**config.mk**
```make
export PLATFORM = sky130hd
export DESIGN_NAME = sdram_arbiter
export DESIGN_NICKNAME = d
export VERILOG_FILES = /design/src/rtl/sdram_arbiter.sv
export SDC_FILE = /design/constraint.sdc
export NUM_CORES = 1
export LEC_CHECK = 0
export ABC_AREA = 1
export ABC_CLOCK_PERIOD_IN_PS = 1800
export CORE_MARGIN = 1
export CORE_UTILIZATION = 35
export CTS_CLUSTER_DIAMETER = 150
export DETAILED_ROUTE_END_ITERATION = 7
export PLACE_DENSITY = 0.78
export SYNTH_ARGS = -nofsm -noshare
export SYNTH_HDL_FRONTEND = slang
export SYNTH_SLANG_ARGS = --single-unit
```
**constraint.sdc**
```tcl
create_clock -name CLK -period 1.8 [get_ports CLK]
set_input_delay 0.18 -clock CLK [delete_from_list [all_inputs] [get_ports CLK]]
set_output_delay 0.18 -clock CLK [all_outputs]
set_load 0.01 [all_outputs]
```
**src/rtl/sdram_arbiter.sv**
```systemverilog
// sdram_arbiter: shares the single-requester SDRAM controller between a
// read-only video line-fetch port (RD) and a write-only frame-store port (WR).
// It issues one burst command at a time and steers beats to and from the
// owning port. It also keeps a pending WR from being starved by back-to-back
// RD grants.
module sdram_arbiter #(
    parameter int WordLength    = 16,
    parameter int AddressWidth  = 24,
    parameter int BurstLength   = 8,
    parameter int WrStarveLimit = 4,
    parameter int BeatTimeout   = 255
) (
    input  logic                    CLK,
    input  logic                    RST,
    input  logic                    i_rd_req,
    input  logic [AddressWidth-1:0] i_rd_addr,
    output logic                    o_rd_ack,
    output logic [WordLength-1:0]   o_rd_data,
    output logic                    o_rd_valid,
    output logic                    o_rd_done,
    input  logic                    i_wr_req,
    input  logic [AddressWidth-1:0] i_wr_addr,
    input  logic [WordLength-1:0]   i_wr_data,
    output logic                    o_wr_ack,
    output logic                    o_wr_data_req,
    output logic                    o_wr_done,
    output logic                    o_sdr_enable,
    output logic                    o_sdr_rw,
    output logic [AddressWidth-1:0] o_sdr_addr,
    output logic [WordLength-1:0]   o_sdr_data,
    input  logic [WordLength-1:0]   i_sdr_data,
    input  logic                    i_sdr_valid_wr,
    input  logic                    i_sdr_valid_rd,
    input  logic                    i_sdr_busy,
    output logic                    o_owner,
    output logic                    o_timeout
);

    localparam int BeatW   = $clog2(BurstLength + 1);
    localparam int IdleW   = $clog2(BeatTimeout + 1);
    localparam int StarveW = $clog2(WrStarveLimit + 1);

    localparam logic [BeatW-1:0]        BeatMax   = BeatW'(BurstLength);
    localparam logic [IdleW-1:0]        IdleMax   = IdleW'(BeatTimeout);
    localparam logic [StarveW-1:0]      StarveMax = StarveW'(WrStarveLimit);
    localparam logic [AddressWidth-1:0] AlignMask = ~AddressWidth'(BurstLength - 1);

    typedef enum logic [1:0] {
        StIdle,
        StIssue,
        StBurst,
        StDone
    } stateT;

    stateT                   state_q, state_d;
    logic                    owner_q, owner_d;
    logic [AddressWidth-1:0] addr_q, addr_d;
    logic [StarveW-1:0]      starveCnt_q, starveCnt_d;
    logic [BeatW-1:0]        beatCnt_q, beatCnt_d;
    logic [IdleW-1:0]        idleCnt_q, idleCnt_d;
    logic                    timeout_q, timeout_d;
    logic                    grantWr;
    logic                    strobe;

    assign o_owner   = owner_q;
    assign o_timeout = timeout_q;

    // State, owner, address and counters; reset drops any burst in flight without a done pulse
    always_ff @(posedge CLK or negedge RST) begin
        if (!RST) begin
            state_q     <= StIdle;
            owner_q     <= 1'b0;
            addr_q      <= '0;
            starveCnt_q <= '0;
            beatCnt_q   <= '0;
            idleCnt_q   <= '0;
            timeout_q   <= 1'b0;
        end else begin
            state_q     <= state_d;
            owner_q     <= owner_d;
            addr_q      <= addr_d;
            starveCnt_q <= starveCnt_d;
            beatCnt_q   <= beatCnt_d;
            idleCnt_q   <= idleCnt_d;
            timeout_q   <= timeout_d;
        end
    end

    // Arbitration, command issue, beat steering and completion sequencing
    always_comb begin
        state_d       = state_q;
        owner_d       = owner_q;
        addr_d        = addr_q;
        starveCnt_d   = starveCnt_q;
        beatCnt_d     = beatCnt_q;
        idleCnt_d     = idleCnt_q;
        timeout_d     = timeout_q;
        grantWr       = 1'b0;
        strobe        = owner_q ? i_sdr_valid_wr : i_sdr_valid_rd;
        o_rd_ack      = 1'b0;
        o_rd_valid    = 1'b0;
        o_rd_done     = 1'b0;
        o_rd_data     = i_sdr_data;
        o_wr_ack      = 1'b0;
        o_wr_data_req = 1'b0;
        o_wr_done     = 1'b0;
        o_sdr_enable  = 1'b0;
        o_sdr_rw      = 1'b0;
        o_sdr_addr    = addr_q;
        o_sdr_data    = '0;

        case (state_q)
            StIdle: begin
                if (i_rd_req || i_wr_req) begin
                    grantWr = i_wr_req && (!i_rd_req || (starveCnt_q == StarveMax));
                    owner_d = grantWr;
                    addr_d  = (grantWr ? i_wr_addr : i_rd_addr) & AlignMask;
                    state_d = StIssue;
                    if (grantWr) begin
                        starveCnt_d = '0;
                    end else if (i_wr_req && (starveCnt_q != StarveMax)) begin
                        starveCnt_d = starveCnt_q + 1'b1;
                    end
                end
            end
            StIssue: begin
                o_sdr_enable = 1'b1;
                o_sdr_rw     = !owner_q;
                if (!i_sdr_busy) begin
                    o_rd_ack  = !owner_q;
                    o_wr_ack  = owner_q;
                    state_d   = StBurst;
                    beatCnt_d = '0;
                    idleCnt_d = '0;
                end
            end
            StBurst: begin
                if (strobe) begin
                    idleCnt_d = '0;
                    if (beatCnt_q < BeatMax) begin
                        if (owner_q) begin
                            o_wr_data_req = 1'b1;
                            o_sdr_data    = i_wr_data;
                        end else begin
                            o_rd_valid = 1'b1;
                        end
                        beatCnt_d = beatCnt_q + 1'b1;
                        if (beatCnt_q == BeatMax - 1'b1) begin
                            state_d = StDone;
                        end
                    end
                end else begin
                    idleCnt_d = idleCnt_q + 1'b1;
                    if (idleCnt_q == IdleMax - 1'b1) begin
                        timeout_d = 1'b1;
                        state_d   = StDone;
                    end
                end
            end
            StDone: begin
                o_rd_done = !owner_q;
                o_wr_done = owner_q;
                state_d   = StIdle;
            end
            default: state_d = StIdle;
        endcase

        if (!i_wr_req) begin
            starveCnt_d = '0;
        end
    end

endmodule

```
Run 1, track usage over the die:
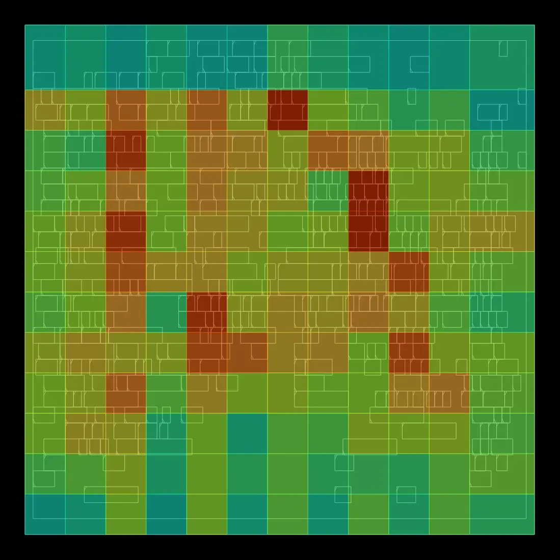
total track usage: 17.7%
GRT busiest layer: met2

Run 1, floorplan with the power grid:
Bar = 20 microns. Pins as bars on the die edge.
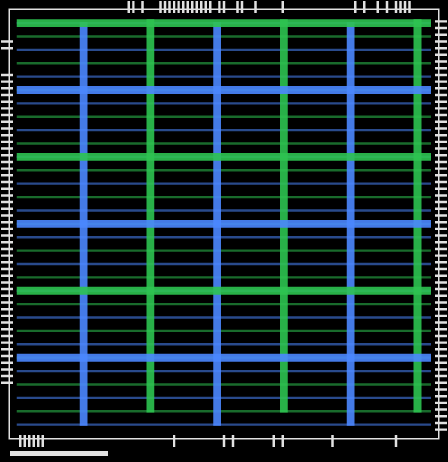
colour	net
green	VDD
blue	VSS
met1 rails	31
rows	30
signal pins	153
met4 straps	6

Run 1, local utilization:
Bar = 20 microns. The die is cut into 9 by 9 equal tiles; black is low, pale yellow is high, 0 to 100% covered.
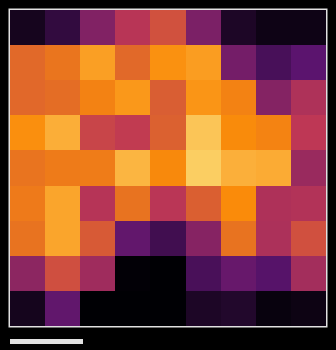
nearly empty tiles	6.2%
mean over tiles	48%
emptiest ninth of the die	bottom middle
Core Util, Final: 54.4%
core region area: 6870 sq um
Starting Density: 36.8%

Run 1, I/O nets highlighted:
Bar = 20 microns.
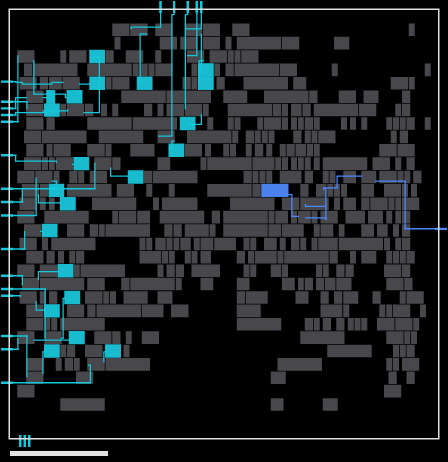
colour	port	bits	direction	end cells	buffers	wire
cyan	i_rd_addr	24	input	21	21	355 microns
blue	o_sdr_enable	1	output	1	2	55.1 microns
# port buffers: 111
Ports: 153

-- run 1: cells by family after synthesis --
| group | share of synthesized area (%) |
|---|---|
| buf+inv | 15.6 |
| compound gates | 16.0 |
| simple gates | 22.6 |
| xor+xnor | 1.04 |
| other cells | 0.148 |
| flops | 39.6 |
| fa+ha+maj | 4.95 |
-- run 1: routing by layer --
metal,track usage [%],up-vias
met5,0,-
met4,6.21,0
met3,7.01,16
met2,31.8,108
met1,18.8,1137
li1,-,1223
-- run 1: flip-flops by register name, summed over array words and instances (netlist names) --
| name | count |
|---|---|
| o_sdr_addr | 21 |
| o_owner | 1 |
| state_q | 2 |
| starveCnt_q | 3 |
| idleCnt_q | 8 |
| beatCnt_q | 4 |
| o_timeout | 1 |
-- run 1: where the power goes --
part / internal (mW) / switching (mW) / total [mW]
clock: 0.263 / 0.322 / 0.584
sequential: 1.23 / 0.209 / 1.43
combinational: 1.21 / 1.38 / 2.59
total: 2.70 / 1.91 / 4.61
-- run 1: what timing repair did --
action,4_1_cts,5_1_grt
buffers inserted,2,0
endpoints found under the hold margin,40,0
hold buffers,1,0
gates resized,78,12
pin swaps,1,0
endpoints found under the setup margin,24,43
-- run 1: cell usage after synthesis (all sizes together) --
cell	count	area share, %
buf	29	8.8
nand2	61	9.2
nand4	2	0.49
conb	1	0.15
nor3	5	0.99
dfrtp	40	40
o22ai	1	0.25
or2	1	0.25
nor2	55	8.6
ha	10	5.0
a21oi	48	13
o21bai	1	0.30
nand3	15	3.2
o21ai	11	2.3
xor2	3	1.0
inv	46	6.8
a31oi	1	0.25
-- run 1: area by class of cell --
cell class / instances / share of cell area (%)
multi-input cells: 217 / 31.9
repair buffers: 129 / 31.2
flip-flops and latches: 40 / 26.8
inverters: 46 / 4.75
well taps: 96 / 3.21
clock buffers: 5 / 1.84
clock inverters: 2 / 0.335
-- run 1: worst max-delay path, cell delays in order (launching register included) --
cell	delay (ns)
dfrtp_1	0.40
inv_2	0.09
ha_4	0.14
nand2_2	0.08
nor2_4	0.11
buf_4	0.12
inv_4	0.06
nor2_1	0.09
buf_2	0.14
-- run 1: how the worst max path moves through the flow --
stage / from / to / slack (ns) / cells past startpoint
after floorplan: state_q[0]$_DFFE_PN0P_ / o_sdr_data[10] / 0.16 / 8
after global placement: i_sdr_valid_wr / o_sdr_data[15] / -0.02 / 6
after detailed placement: i_sdr_valid_wr / o_sdr_data[14] / -0.06 / 6
after CTS: state_q[1]$_DFFE_PN0P_ / o_wr_ack / 0.02 / 6
after global routing: state_q[0]$_DFFE_PN0P_ / o_sdr_data[9] / 0.01 / 8
final: state_q[0]$_DFFE_PN0P_ / o_sdr_data[14] / 0.10 / 8
==> run notes, run 1 <==
run metrics: met2 WL=3.16 mm, max-cap violations=0, Final min period=1.70 ns, vias in the first global route=2371, layout filler cell count=646, chip area=7560 sq um, CP Class=register to output pin, initial antenna violation count=0, Hold Violations, Final=0, hold_ws=approximately 0.36 ns, H-tree Lvls=2, fin area=3740 sq um, Pleak=1.75 nW, R2R cell count=8, largest net degree at the start of global routing=just over 40, MI comb area=1190 sq um, RSZ-0062 raised after global routing=yes, Hold Crit Start=i_sdr_data[12], row count=30, register cell area after layout=1000 sq um, DR WL/cell=12.4 microns, reg2reg end=idleCnt_q[3]$_DFFE_PN0P_, DRT Pass-1 Iters=4, Synthesis Warnings=0, Clock transition at path regs=0.08 ns, Max Slew Vio Count=0, Placed Cells=525, Final #Nets=536, total tool warning count=39, P&R area growth vs syn=47.9%, drt drc=0, VDD IR max=0.593 mV, Final Setup Violations=0, Max Used Layer=met4, DRT iter0 DRCs=roughly 80, crit path DAT=approximately 1.5 ns, post-synth cell types=27, Max Fclk=590 MHz, crit path max fanout=16, CTS Sinks=approximately 40, DIE WIDTH=approximately 87 microns, CTS tree=done, via/cell ratio=4.64, detailed-route via count=between 2000 and 2500, Netlist Area Pre-Place=2530 sq um, Clock Root Buffer=clkbuf_8, period utilization=94.2%, chip area in the Yosys report=roughly 2500 sq um, worst hold path cell count=0, worst min path class=input pin to output pin, GR Overflow Total=0, Mean Syn Cell Area=7.66 sq um, Late-Pin Clk Latency=0.30 ns, status=finished, final reports clean, worst relative slew slack=65.4%, R2R setup slack=approximately 0.13 ns, ANT cells=0, first-pass GRT wire length=10.4 mm, endpoint class of the critical path=output pin, skew final=0.00622 ns, Num CTS Buffers=5, setup total negative slack=0 ns, Clock Path Buffers=2, Synth flops=around 40, dpl ws=-0.0600 ns, final setup margin=~0.10 ns, Vert. Die Dim=just under 90 microns, most frequent logic cell in the layout=clkdlybuf4s50_1, Total Wirelength=about 6.6 mm, Detail Placement HPWL=5.09 mm
==> run 1 -> run 2 <==
CAP_MARGIN = 15   (was default)
CORE_ASPECT_RATIO = 0.6   (was default)
Run 2, I/O nets highlighted:
Bar = 20 microns.
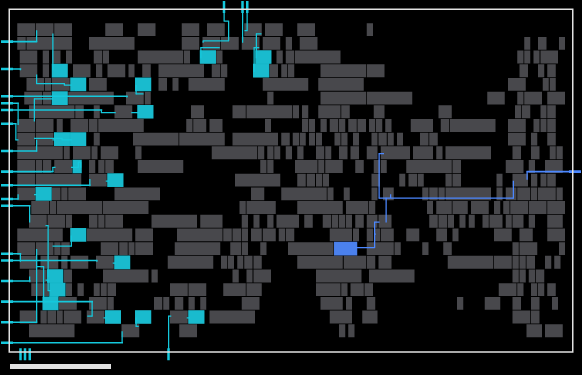
colour	port	bits	direction	end cells	buffers	wire
cyan	i_rd_addr	24	input	21	21	312 microns
blue	o_sdr_enable	1	output	1	2	65.2 microns

Run 2, placed cells, one colour a class:
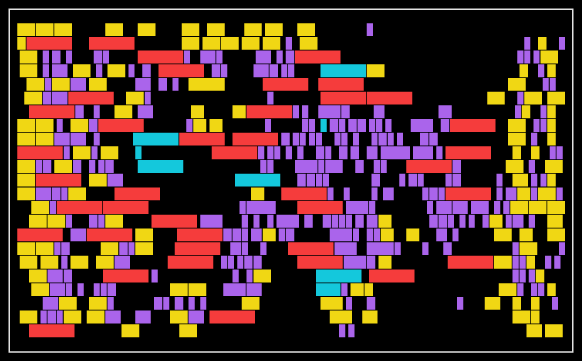
colour	class	cells	share of their area
yellow	other buffers and delay cells	127	32%
purple	combinational and other logic	263	37%
cyan	clock drivers and dummy loads	8	4.0%
red	flops	40	27%

Run 2, floorplan with the power grid:
Bar = 20 microns. Pins as bars on the die edge.
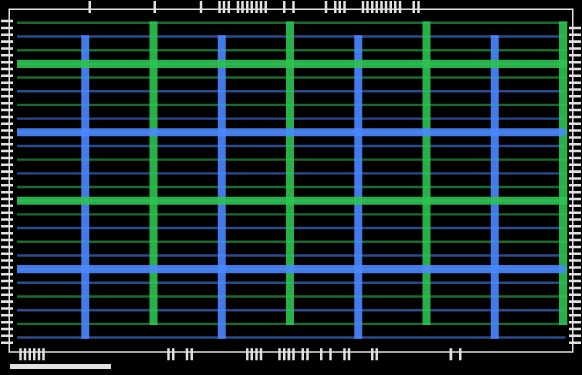
colour	net
blue	VSS
green	VDD
met4 straps	8
met5 straps	4
rows	23
met1 rails	24
signal pins	153

==> run 2 against run 1 <==
The flow now finishes with violations (DRC). Non-clock buffer count down 2. Clock skew down 0.0033 ns. Core utilization up 0.59 points. Critical path depth unchanged. Wire length down 1.2%. Combinational power down 3%. Global-route usage up 0.90 points. Synthesized cell count unchanged. Design area up 0.37%. Power up 5.1%. Via count down 1.7%.
==> run notes, run 2 <==
run metrics: status=finished, violations left, failing checks=DRC, GR Overflow Total=0, first-pass GRT wire length=11.0 mm, P&R area growth vs syn=48.5%, total tool warning count=39, Clock transition at path regs=~0.06 ns, Hold Violations, Final=0, Seq/Total Area, Yosys=around 40%, Starting Density=37.1%, Detail Placement HPWL=5.01 mm, Synth flops=40, Clock Path Buffers=2, DRT iter0 DRCs=90, Post-Synthesis Cells=around 330, R2R setup slack=0.12 ns, CP Class=register to output pin, most numerous logic cells after layout=clkdlybuf4s50_1, nand2_1, nor2_1, endpoint class of the critical path=output pin, Final Setup Violations=0, layout filler cell count=646, crit path DAT=1.54 ns, via/cell ratio=around 4.7, ANT cells=0, placed cell area=around 3600 sq um, Vert. Die Dim=around 68 microns, Clock Root Buffer=clkbuf_16, DR WL/cell=approximately 13 microns, routability cong.=0.790, fin area=~3800 sq um, Detail Route Antenna Nets=0, top cells, area=dfrtp_1, nand2_1, nor2_1, Total Wirelength=between 6 and 7 mm, # port buffers=111, total track usage=18.6%, dpl ws=-0.0334 ns, core region area=6820 sq um, Critical-path top delay cell=dfrtp_1, Final #Nets=534, largest net degree at the start of global routing=23, Max Slew Vio Count=0, chip area in the Yosys report=2530 sq um, Worst Setup SP=state_q[0]$_DFFE_PN0P_, most common cell in the synthesized netlist=nand2_1, Yosys top cell by area=dfrtp_1, CP cell instances=inv_2 -> ha_2 -> nand2_2 -> nor2_2 -> buf_4 -> inv_4 -> nor2_1 -> buf_2, r2r startpoint=state_q[0]$_DFFE_PN0P_, most frequent logic cell in the layout=clkdlybuf4s50_1, PwrDens=about 1300 nW/um^2, final setup margin=0.0846 ns, Netlist Area Pre-Place=~2500 sq um, worst min path class=input pin to output pin, max incr delay on CP=0.39 ns, Commonest flop=dfrtp_1, Final min period=approximately 1.7 ns, Ports=153, post-synth cell types=27, Num CTS Buffers=5, VDD IR max=~0.69 mV, H-tree Lvls=2, RSZ-0062 raised after global routing=yes, Slew @ Worst Pin=0.570 ns, post-synth top area share=39.6%, share of cells above drive strength 1=roughly 18%, CTS tree=done, vias in the first global route=about 2400, Synthesis Warnings=0, chip area=7580 sq um, initial antenna violation count=0, Post-synth EDFFs=0, worst relative slew slack=62.0%, Worst Setup Start Kind=register, crit path max fanout=16, worst path required time=1.62 ns, Largest register FFs=21, max-cap violations=0, Mean Syn Cell Area=7.66 sq um, top cells by count=nand2_1, nor2_1, inv_1, detailed-route via count=2443, row count=23, Pleak=1.79 nW, yosys cell count=330, period utilization=95.3%, DRT Pass-1 Iters=6, Layout Cells excl Fill=525, drt drc=11, Max Fclk=around 580 MHz, total power=4.84 mW, CTS Sinks=approximately 40, Placed Cells=515, Late-Pin Clk Latency=0.28 ns, hold_ws=0.360 ns, DIE WIDTH=112 microns, skew final=about 0.0029 ns, Async SR Flop Fraction=100%, Hold Crit Start=i_sdr_data[12]
[run 2: cell counts after synthesis]
No cell type changed its count.
[run 2: final timing paths]
path | cells after the start | to
max in group asynchronous | 3 | o_timeout$_DFFE_PN0P_
hold reg to reg | 1 | o_timeout$_DFFE_PN0P_
min in group asynchronous | 2 | o_sdr_addr[23]$_DFFE_PN0P_
hold / removal | 0 | o_rd_data[12]
setup reg to reg | 8 | o_sdr_addr[22]$_DFFE_PN0P_
setup / recovery | 8 | o_sdr_data[11]
[run 2: cells by family (layout without fill, tap and decap cells)]
| kind of cell | Yosys count | in the layout | share of synthesized area, % |
|---|---|---|---|
| adder cells (fa/ha/maj) | 10 | 10 | 4.95 |
| flip-flops | 40 | 40 | 39.6 |
| XOR/XNOR | 3 | 3 | 1.04 |
| AND/OR/NAND/NOR | 139 | 139 | 22.6 |
| other | 1 | 3 | 0.148 |
| buffers and inverters | 75 | 181 | 15.6 |
| AND-OR/OR-AND | 62 | 62 | 16.0 |
[run 2: cell type report]
class | count | area, sq um | area share, %
multi-input combinational | 217 | 1170 | 31.1
timing repair buffer | 127 | 1150 | 30.8
sequential | 40 | 1000 | 26.7
inverter | 46 | 175 | 4.67
clock buffer | 8 | 146 | 3.90
tap | 87 | 109 | 2.90
[run 2: timing repair]
action                                 in CTS  in global routing
setup endpoints to repair                  22                 25
pin swaps                                   1                  0
endpoints found under the hold margin      18                  0
hold buffers                                1                  0
setup buffers                               1                  0
resized                                    73                  9
[run 2: worst max-delay path: cells and delay by family (launching register included)]
kind	cells	cell delay (ns)
buf+inv	4	0.39
simple gates	3	0.29
fa+ha+maj	1	0.18
flops	1	0.39
[run 2: routing by layer]
layer / share of wire [%] / track usage [%] / up-vias
met3: 14 / 8.95 / 6
met1: 41 / 20.6 / 1096
met5: 0 / 0 / -
li1: - / - / 1225
met4: 1.0 / 5.74 / 0
met2: 44 / 32.5 / 116
[run 2: stage by stage]
stage	util (%)	TNS (ns)
floorplan	-	0
global placement	53.5	0
detailed placement	53.5	-0.247
CTS	54.7	0
global route	55.0	-0.125
finish	55.0	0
[run 2: power breakdown]
part | total (mW) | internal (mW) | switching, mW
sequential | 1.44 | 1.23 | 0.213
clock | 0.904 | 0.553 | 0.351
combinational | 2.50 | 1.17 | 1.32
==> run 2 -> run 3 <==
GPL_ROUTABILITY_DRIVEN = 0   (was default)
Run 3, track usage over the die:
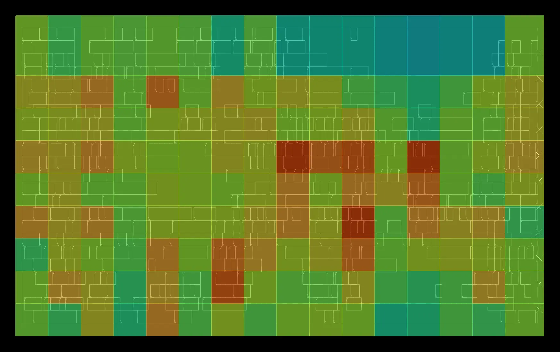
GR Util met3: 8.95%
total track usage: 18.6%
met1 Use GR: 20.6%
met2 Usage GRT: 32.5%

Run 3, I/O nets highlighted:
Bar = 20 microns.
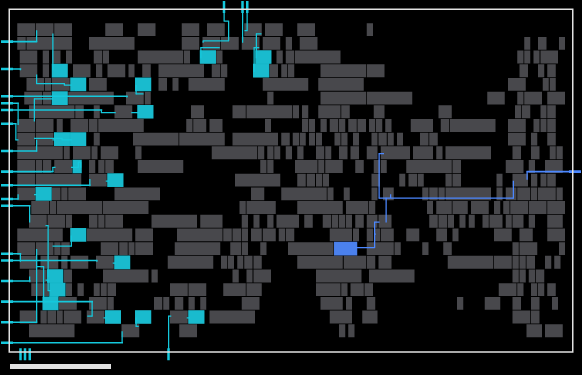
colour	port	bits	direction	end cells	buffers	wire
cyan	i_rd_addr	24	input	21	21	312 microns
blue	o_sdr_enable	1	output	1	2	65.2 microns

Run 3, local utilization:
Bar = 20 microns. The die is cut into 11 by 7 equal tiles; black is low, pale yellow is high, 0 to 100% covered.
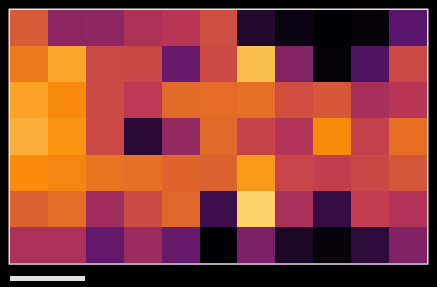
densest ninth of the die	left middle
nearly empty tiles	5.2%
emptiest ninth of the die	top right
fullest tile	90%
mean over tiles	48%

==> run 3 against run 2 <==
The flow still finishes with violations (DRC). Largest cell class unchanged. Worst hold slack stayed put. First-iteration DRC count stayed put. Power stayed put. Wire length stayed put. Non-clock buffer count stayed put. Synthesized cell count stayed put. Sequential share of layout area stayed put. Clock skew stayed put. Clock power hardly changed. Final cell count stayed put. Setup slack stayed put.
==> run notes, run 3 <==
run metrics: status=finished, violations left, failing checks=DRC, Final min period=1.72 ns, most frequent logic cell in the layout=clkdlybuf4s50_1, top cells by count=nand2_1, nor2_1, inv_1, Max Slew Vio Count=0, Final #Nets=~530, DIE WIDTH=112 microns, P&R area growth vs syn=48.5%, largest net degree at the start of global routing=23, Largest register FFs=21, first-pass GRT wire length=roughly 11 mm, row count=23, detailed-route via count=between 2000 and 2500, Synthesis Warnings=0, Commonest flop=dfrtp_1, crit path DAT=approximately 1.5 ns, Post-Synthesis Cells=330, Num CTS Buffers=5, endpoint class of the critical path=output pin, Yosys top cell by area=dfrtp_1, most numerous logic cells after layout=clkdlybuf4s50_1, nand2_1, nor2_1, CTS tree=done, share of cells above drive strength 1=17.6%, Async SR Flop Fraction=100%, Detail Route Antenna Nets=0, worst min path class=input pin to output pin, DR WL/cell=12.5 microns, period utilization=a little over nine tenths, Critical-path top delay cell=dfrtp_1, ANT cells=0, Starting Density=37.1%, Total Wirelength=6.57 mm, RSZ-0062 raised after global routing=yes, # port buffers=111, Late-Pin Clk Latency=between 0.2 and 0.3 ns, post-synth cell types=27, skew final=0.00288 ns, Ports=~150, Slew @ Worst Pin=0.570 ns, chip area=7580 sq um, Final Setup Violations=0, VDD IR max=around 0.69 mV, Max Fclk=583 MHz, PwrDens=between 1000 and 1500 nW/um^2, CP cell instances=inv_2 -> ha_2 -> nand2_2 -> nor2_2 -> buf_4 -> inv_4 -> nor2_1 -> buf_2, total tool warning count=39, max-cap violations=0, Hold Violations, Final=0, Clock transition at path regs=0.06 ns, post-synth top area share=39.6%, CP Class=register to output pin, Clock Path Buffers=2, initial antenna violation count=0, yosys cell count=about 330, GR Overflow Total=0, DRT Pass-1 Iters=6, Clock Root Buffer=clkbuf_16, via/cell ratio=4.65, CTS Sinks=40, crit path max fanout=16, Post-synth EDFFs=0, worst relative slew slack=62.0%, Worst Setup Start Kind=register, chip area in the Yosys report=2530 sq um, most common cell in the synthesized netlist=nand2_1, total power=4.84 mW, Seq/Total Area, Yosys=39.6%, vias in the first global route=around 2400, Detail Placement HPWL=~5 mm, fin area=3750 sq um, H-tree Lvls=2, core region area=roughly 6800 sq um, Synth flops=40, placed cell area=between 3000 and 4000 sq um, worst path required time=1.62 ns, Pleak=1.79 nW, top cells, area=dfrtp_1, nand2_1, nor2_1, DRT iter0 DRCs=~90, Netlist Area Pre-Place=2530 sq um, Vert. Die Dim=67.8 microns, max incr delay on CP=0.39 ns, drt drc=11, Mean Syn Cell Area=roughly 7.7 sq um
==> run 3: cell counts after synthesis <==
No cell type changed its count.
==> run 3: stage by stage <==
| stage | TNS (ns) | utilization (%) | hold slack [ns] | std cells | setup WS, ns |
|---|---|---|---|---|---|
| CTS | 0 | 54.7 | 0.360 | 525 | 0.0346 |
| detailed placement | -0.247 | 53.5 | 0.162 | 515 | -0.0334 |
| global route | -0.125 | 55.0 | 0.360 | 525 | -0.0271 |
| finish | 0 | 55.0 | 0.360 | 525 | 0.0846 |
| global placement | 0 | 53.5 | 0.162 | 515 | 0.00213 |
| floorplan | 0 | - | -0.116 | 332 | 0.162 |
==> run 3: final cells by class <==
type / instances / area (sq um)
Sequential cell: 40 / 1000
Fill cell: 646 / 3070
Timing Repair Buffer: 127 / 1150
Clock buffer: 8 / 146
Multi-Input combinational cell: 217 / 1170
Tap cell: 87 / 109
Inverter: 46 / 175
==> run 3: timing repair <==
item | 4_1_cts | 5_1_grt
setup buffers | 1 | 0
hold endpoints to repair | 18 | 0
hold buffers | 1 | 0
pin swaps | 1 | 0
endpoints found under the setup margin | 22 | 25
resized | 73 | 9
==> run 3: kinds of logic after synthesis <==
group | after synthesis | share of synthesized area (%)
simple gates | 139 | 22.6
buf+inv | 75 | 15.6
compound gates | 62 | 16.0
flops | 40 | 39.6
fa+ha+maj | 10 | 4.95
xor+xnor | 3 | 1.04
other cells | 1 | 0.148
==> run 3: layer usage <==
metal  part of all wire, %  track usage (%)  vias up
met5                     0                0        -
met4                   1.0             5.74        0
met3                    14             8.95        6
met2                    44             32.5      116
met1                    41             20.6     1096
li1                      -                -     1225
==> run 3: final timing paths <==
kind / slack (ns) / cells past startpoint / end / startpoint
max: 0.08 / 8 / o_sdr_data[11] / state_q[0]$_DFFE_PN0P_
min: 0.36 / 0 / o_rd_data[12] / i_sdr_data[12]
max reg2reg: 0.12 / 8 / o_sdr_addr[22]$_DFFE_PN0P_ / state_q[0]$_DFFE_PN0P_
min reg2reg: 0.48 / 1 / o_timeout$_DFFE_PN0P_ / o_timeout$_DFFE_PN0P_
max in group asynchronous: 0.93 / 3 / o_timeout$_DFFE_PN0P_ / RST
min in group asynchronous: 0.39 / 2 / o_sdr_addr[23]$_DFFE_PN0P_ / RST
==> run 3: critical path, delay by kind of cell, from the launching register on <==
| family | cells | cell delay (ns) |
|---|---|---|
| AND/OR/NAND/NOR | 3 | 0.29 |
| adder cells (fa/ha/maj) | 1 | 0.18 |
| buffers and inverters | 4 | 0.39 |
| flip-flops | 1 | 0.39 |
==> run 3: power by group <==
part           switching [mW]  internal, mW  total, mW
combinational            1.32          1.17       2.50
sequential              0.213          1.23       1.44
clock                   0.351         0.553      0.904
total                    1.89          2.95       4.84
Power and IR drop assume default switching activity.
